==> images/cell_classes.png <==
Scale bar: 20 um. Fill, decap, tap and diode cells in grey.
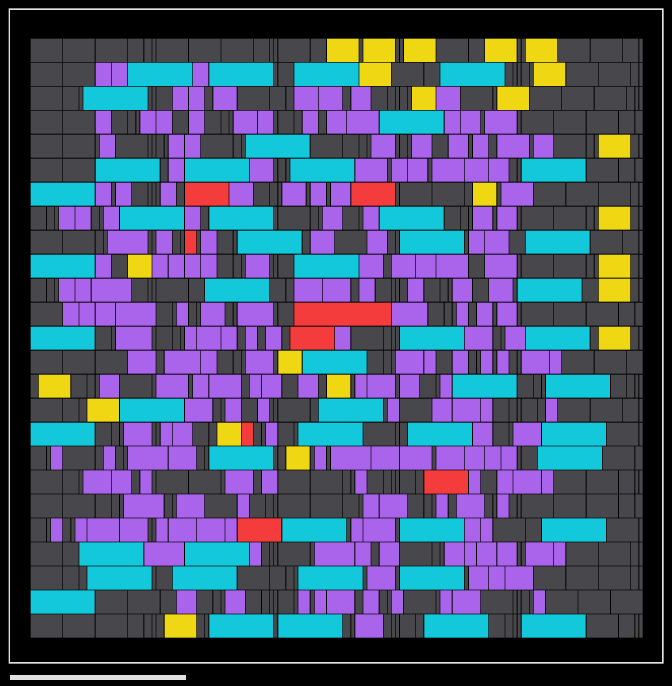
==> images/final_clocks.png <==
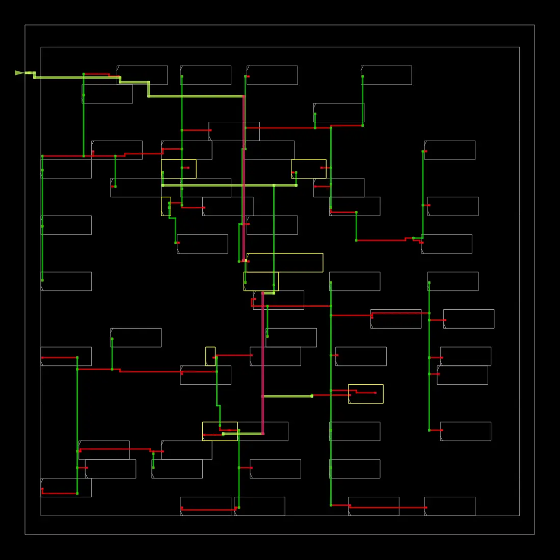
==> images/pdn.png <==
Pins as bars on the die edge.
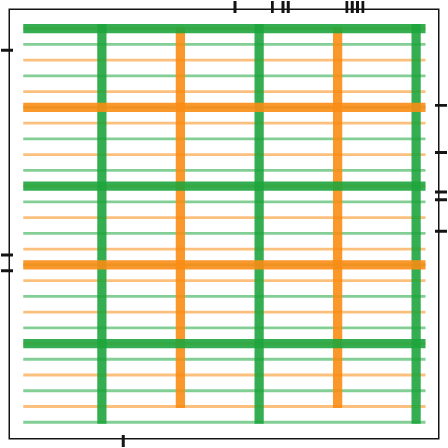
==> images/registers.png <==
Other sequential cells in the stronger grey, the rest of the logic in the fainter grey.
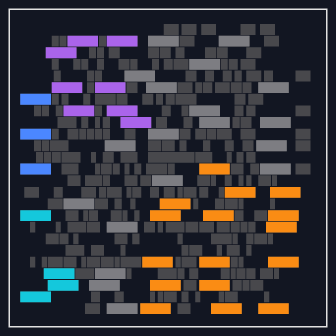
--- config.mk ---
export PLATFORM = sky130hd
export DESIGN_NAME = uart_oversampled_receiver
export DESIGN_NICKNAME = d
export VERILOG_FILES = /design/src/rtl/uart_pkg.sv /design/src/rtl/uart_baud_tick.sv /design/src/rtl/uart_oversampled_receiver.sv
export SDC_FILE = /design/constraint.sdc
export NUM_CORES = 1
export LEC_CHECK = 0
export ABC_CLOCK_PERIOD_IN_PS = 2500
export CAP_MARGIN = 20
export CORE_MARGIN = 2
export CORE_UTILIZATION = 50
export CTS_CLUSTER_DIAMETER = 200
export DETAILED_ROUTE_END_ITERATION = 8
export HOLD_SLACK_MARGIN = 0.08
export PLACE_DENSITY = 0.7
export SYNTH_ARGS = -nofsm -noshare
export SYNTH_HDL_FRONTEND = slang
export SYNTH_HIERARCHICAL = 1
export SYNTH_SLANG_ARGS = --single-unit
--- constraint.sdc ---
create_clock -name clk -period 2.5 [get_ports clk]
set_input_delay 0.5 -clock clk [delete_from_list [all_inputs] [get_ports clk]]
set_output_delay 0.5 -clock clk [all_outputs]
set_load 0.005 [all_outputs]
--- src/rtl/uart_pkg.sv ---
// rtl/uart_pkg.sv - shared UART types, constants and helper functions
package uart_pkg;

  // Receiver state encoding
  typedef enum logic [2:0] {
    ST_IDLE,
    ST_START,
    ST_DATA,
    ST_STOP,
    ST_WAIT_HIGH
  } rx_state_t;

  // Samples per bit; the 4-bit sample counter relies on this being 16
  localparam int OVERSAMPLE = 16;

  // Sample indices used for the majority vote, and the last sample of a bit
  localparam logic [3:0] SAMPLE_VOTE_A = 4'd7;
  localparam logic [3:0] SAMPLE_VOTE_B = 4'd8;
  localparam logic [3:0] SAMPLE_VOTE_C = 4'd9;
  localparam logic [3:0] SAMPLE_LAST   = 4'd15;

  // Clock cycles per oversample tick, truncated
  function automatic int DIV(input int clkfrq, input int baudrate, input int oversample);
    return clkfrq / (baudrate * oversample);
  endfunction

  // Two-out-of-three majority
  function automatic logic majority3(input logic a, input logic b, input logic c);
    return (a & b) | (a & c) | (b & c);
  endfunction

endpackage

--- src/rtl/uart_baud_tick.sv ---
// rtl/uart_baud_tick.sv - oversample tick divider with synchronous clear
module uart_baud_tick #(
  parameter int DIV = 651
) (
  input  logic clk,
  input  logic reset,
  input  logic clear,
  output logic tick
);

  localparam logic [15:0] CNT_TOP = 16'(DIV - 1);

  logic [15:0] cnt;

  assign tick = (cnt == CNT_TOP);

  // Count 0..DIV-1 and wrap; clear realigns the phase to the caller's event
  always_ff @(posedge clk) begin
    if (reset || clear) begin
      cnt <= 16'd0;
    end else if (tick) begin
      cnt <= 16'd0;
    end else begin
      cnt <= cnt + 16'd1;
    end
  end

endmodule

--- src/rtl/uart_oversampled_receiver.sv ---
// rtl/uart_oversampled_receiver.sv - 8N1 receiver with 3-point majority vote and valid/ready output
module uart_oversampled_receiver #(
  parameter int CLKFRQ     = 100000000,
  parameter int BAUDRATE   = 9600,
  parameter int OVERSAMPLE = 16
) (
  input  logic       clk,
  input  logic       reset,
  input  logic       rx,
  input  logic       en,
  output logic [7:0] data_out,
  output logic       valid,
  input  logic       ready,
  output logic       frame_err,
  output logic       overrun,
  output logic       busy
);

  import uart_pkg::*;

  localparam int DIV_VAL = DIV(CLKFRQ, BAUDRATE, OVERSAMPLE);

  rx_state_t  state, next_state;
  logic       rx_meta, rxs;
  logic       tick;
  logic       clear;
  logic [3:0] scnt;
  logic [2:0] bit_idx;
  logic [7:0] shreg;
  logic       samp_a, samp_b, bit_val;
  logic       vote;
  logic       shift_en;
  logic       stop_done;

  uart_baud_tick #(
    .DIV(DIV_VAL)
  ) u_tick (
    .clk  (clk),
    .reset(reset),
    .clear(clear),
    .tick (tick)
  );

  // Vote for the current bit, valid on the tick of sample 9
  assign vote = majority3(samp_a, samp_b, rxs);
  assign busy = (state != ST_IDLE);

  // Two-flop synchroniser, idle-high so reset never looks like a start bit
  always_ff @(posedge clk) begin
    if (reset) begin
      rx_meta <= 1'b1;
      rxs     <= 1'b1;
    end else begin
      rx_meta <= rx;
      rxs     <= rx_meta;
    end
  end

  // State register
  always_ff @(posedge clk) begin
    if (reset) begin
      state <= ST_IDLE;
    end else begin
      state <= next_state;
    end
  end

  // Next-state logic and datapath strobes
  always_comb begin
    next_state = state;
    clear      = 1'b0;
    shift_en   = 1'b0;
    stop_done  = 1'b0;
    case (state)
      ST_IDLE: begin
        if (en && !rxs) begin
          next_state = ST_START;
          clear      = 1'b1;
        end
      end
      ST_START: begin
        if (tick && scnt == SAMPLE_LAST) begin
          next_state = bit_val ? ST_IDLE : ST_DATA;
        end
      end
      ST_DATA: begin
        if (tick && scnt == SAMPLE_LAST) begin
          shift_en = 1'b1;
          if (bit_idx == 3'd7) begin
            next_state = ST_STOP;
          end
        end
      end
      ST_STOP: begin
        // Decide early so a following start edge is not missed
        if (tick && scnt == SAMPLE_VOTE_C) begin
          stop_done  = 1'b1;
          next_state = vote ? ST_IDLE : ST_WAIT_HIGH;
        end
      end
      ST_WAIT_HIGH: begin
        if (rxs) begin
          next_state = ST_IDLE;
        end
      end
      default: next_state = ST_IDLE;
    endcase
  end

  // Sample counter, realigned to the detected start edge
  always_ff @(posedge clk) begin
    if (reset || clear) begin
      scnt <= 4'd0;
    end else if (tick) begin
      scnt <= scnt + 4'd1;
    end
  end

  // Capture the vote points and latch the decided bit at sample 9
  always_ff @(posedge clk) begin
    if (reset) begin
      samp_a  <= 1'b1;
      samp_b  <= 1'b1;
      bit_val <= 1'b1;
    end else if (tick) begin
      if (scnt == SAMPLE_VOTE_A) begin
        samp_a <= rxs;
      end
      if (scnt == SAMPLE_VOTE_B) begin
        samp_b <= rxs;
      end
      if (scnt == SAMPLE_VOTE_C) begin
        bit_val <= vote;
      end
    end
  end

  // Shift data bits in LSB first at the end of each data bit
  always_ff @(posedge clk) begin
    if (reset) begin
      shreg   <= 8'h00;
      bit_idx <= 3'd0;
    end else if (clear) begin
      bit_idx <= 3'd0;
    end else if (shift_en) begin
      shreg   <= {bit_val, shreg[7:1]};
      bit_idx <= bit_idx + 3'd1;
    end
  end

  // Output byte, handshake and one-cycle status pulses
  always_ff @(posedge clk) begin
    if (reset) begin
      data_out  <= 8'h00;
      valid     <= 1'b0;
      frame_err <= 1'b0;
      overrun   <= 1'b0;
    end else begin
      frame_err <= 1'b0;
      overrun   <= 1'b0;
      if (valid && ready) begin
        valid <= 1'b0;
      end
      if (stop_done) begin
        if (vote) begin
          // A byte consumed this cycle frees the slot for the new one
          if (!valid || ready) begin
            data_out <= shreg;
            valid    <= 1'b1;
          end else begin
            overrun <= 1'b1;
          end
        end else begin
          frame_err <= 1'b1;
        end
      end
    end
  end

endmodule

==> changes_impl.md <==
## Implementation

* Outcome: finished, final reports clean
* Power, Total at 1.415 mW
* Metal2 WL at about 2200 um
* Largest stage delay, worst path at approximately 0.48 ns
* Post-CTS Setup Bufs at 0
* Worst Path Max Fanout at 8
* Final period util at about 83%
* Post-synth regs at approximately 50
* Cell chain of the critical path: nor4b_1, and4_1, nand4_1, a2111oi_0, a32o_1
* Detail Placement HPWL at approximately 3300 um
* CTS tree: done
* Predominant post-synthesis flop cell: dfxtp_1
* CTS buffer count at 5
* Drt first pass iters at 4
* DR vias/cell at 5.540
* Yosys top cell by instances: dfxtp_1
* Worst Min Path Start: rx_meta$_SDFF_PP1_
* Final-layout clock-cell area share at just under 4%
* Reg-to-reg slack, setup at about 0.43 ns
* Initial drt markers at between 100 and 150
* Post_cts resized at 0
* Final Hold Fails at 0
* CTS root buf: clkbuf_8
* Final #Nets at between 200 and 300
* WL/cell at 13.62 um
* DRC viols at 0
* Routed vias at approximately 2000
* Seq/Total Area, Yosys at between 40% and 50%
* Comb power at 0.0504 mW
* Most used logic cell in the final layout: dfxtp_1
* Number of diodes at 0
* FF-to-FF End: state[0]$_SDFFE_PP0P_
* Slowest stage cell, crit path: a2111oi_0
* Sw Ratio at around 21%
* Seq pwr share at ~57%
* Comb gates at just under 200
* Fill cells at between 400 and 500
* CP Launch Point: u_tick/cnt[3]$_SDFF_PP0_
* Net count after synthesis at ~290
* Top non-seq family: simple AND/OR/NAND/NOR gates
* Cell Int Power at 1.123 mW
* GRT overflow at 0
* Ys async rst share at 0%
* YS warnings at 6
* Post-CTS Hold Fix Bufs at 0
* Worst Tran Pin Value at roughly 0.59 ns
* Leading area contributor after synthesis: dfxtp_1
Notes on cell_classes.png above:
yellow -> other buffers and delay cells  # cells 23
purple -> all other logic  # cells 206
red -> clock drivers and dummy loads  # cells 8
cyan -> flip-flops  # cells 50
core box area: 4723 sq um
Rows: 25

Notes on final_clocks.png above:
CLK BUF: 7
clk pwr: 0.555 mW
flop count: 50
Clock Latency Late Sink: 0.30 ns
clock sinks: 50

Notes on pdn.png above:
green -> VSS
orange -> VDD
met1 rails = 26
rows = 25
die width: 73.93 um
VDD IR max: 0.3658 mV
die height: 73.93 um

Notes on registers.png above:
cyan -> scnt  # placed flops 4, where bottom left
purple -> shreg  # placed flops 8, where top left
orange -> u_tick/cnt  # placed flops 16
blue -> bit_idx  # placed flops 3
seq pwr: 0.810 mW
flop share of the area: 36.61%
Reg area: 1001 sq um

-- state kept, by name, summed over array words and instances (netlist names) --
name        count
valid           1
samp_a          1
bit_idx         3
data_out        8
shreg           8
scnt            4
overrun         1
rx_meta         1
bit_val         1
rxs             1
frame_err       1
u_tick/cnt     16
state           3
samp_b          1
-- stage by stage --
stage / hold WS, ns / area [sq um] / setup slack, ns
2_1_floorplan: 0.3895 / 2445 / 0.6642
3_3_place_gp: 0.3916 / 2628 / 0.5229
3_5_place_dp: 0.3981 / 2628 / 0.4943
4_1_cts: 0.4207 / 2734 / 0.4229
5_1_grt: 0.4290 / 2734 / 0.2653
6_report: 0.4184 / 2734 / 0.4298
-- critical path, delay by kind of cell, from the launching register on --
family,cells,cell delay (ns)
flops,1,0.45
simple gates,3,0.92
compound gates,2,0.65
Power figures rest on the tool's default switching activity, not on a simulated workload.
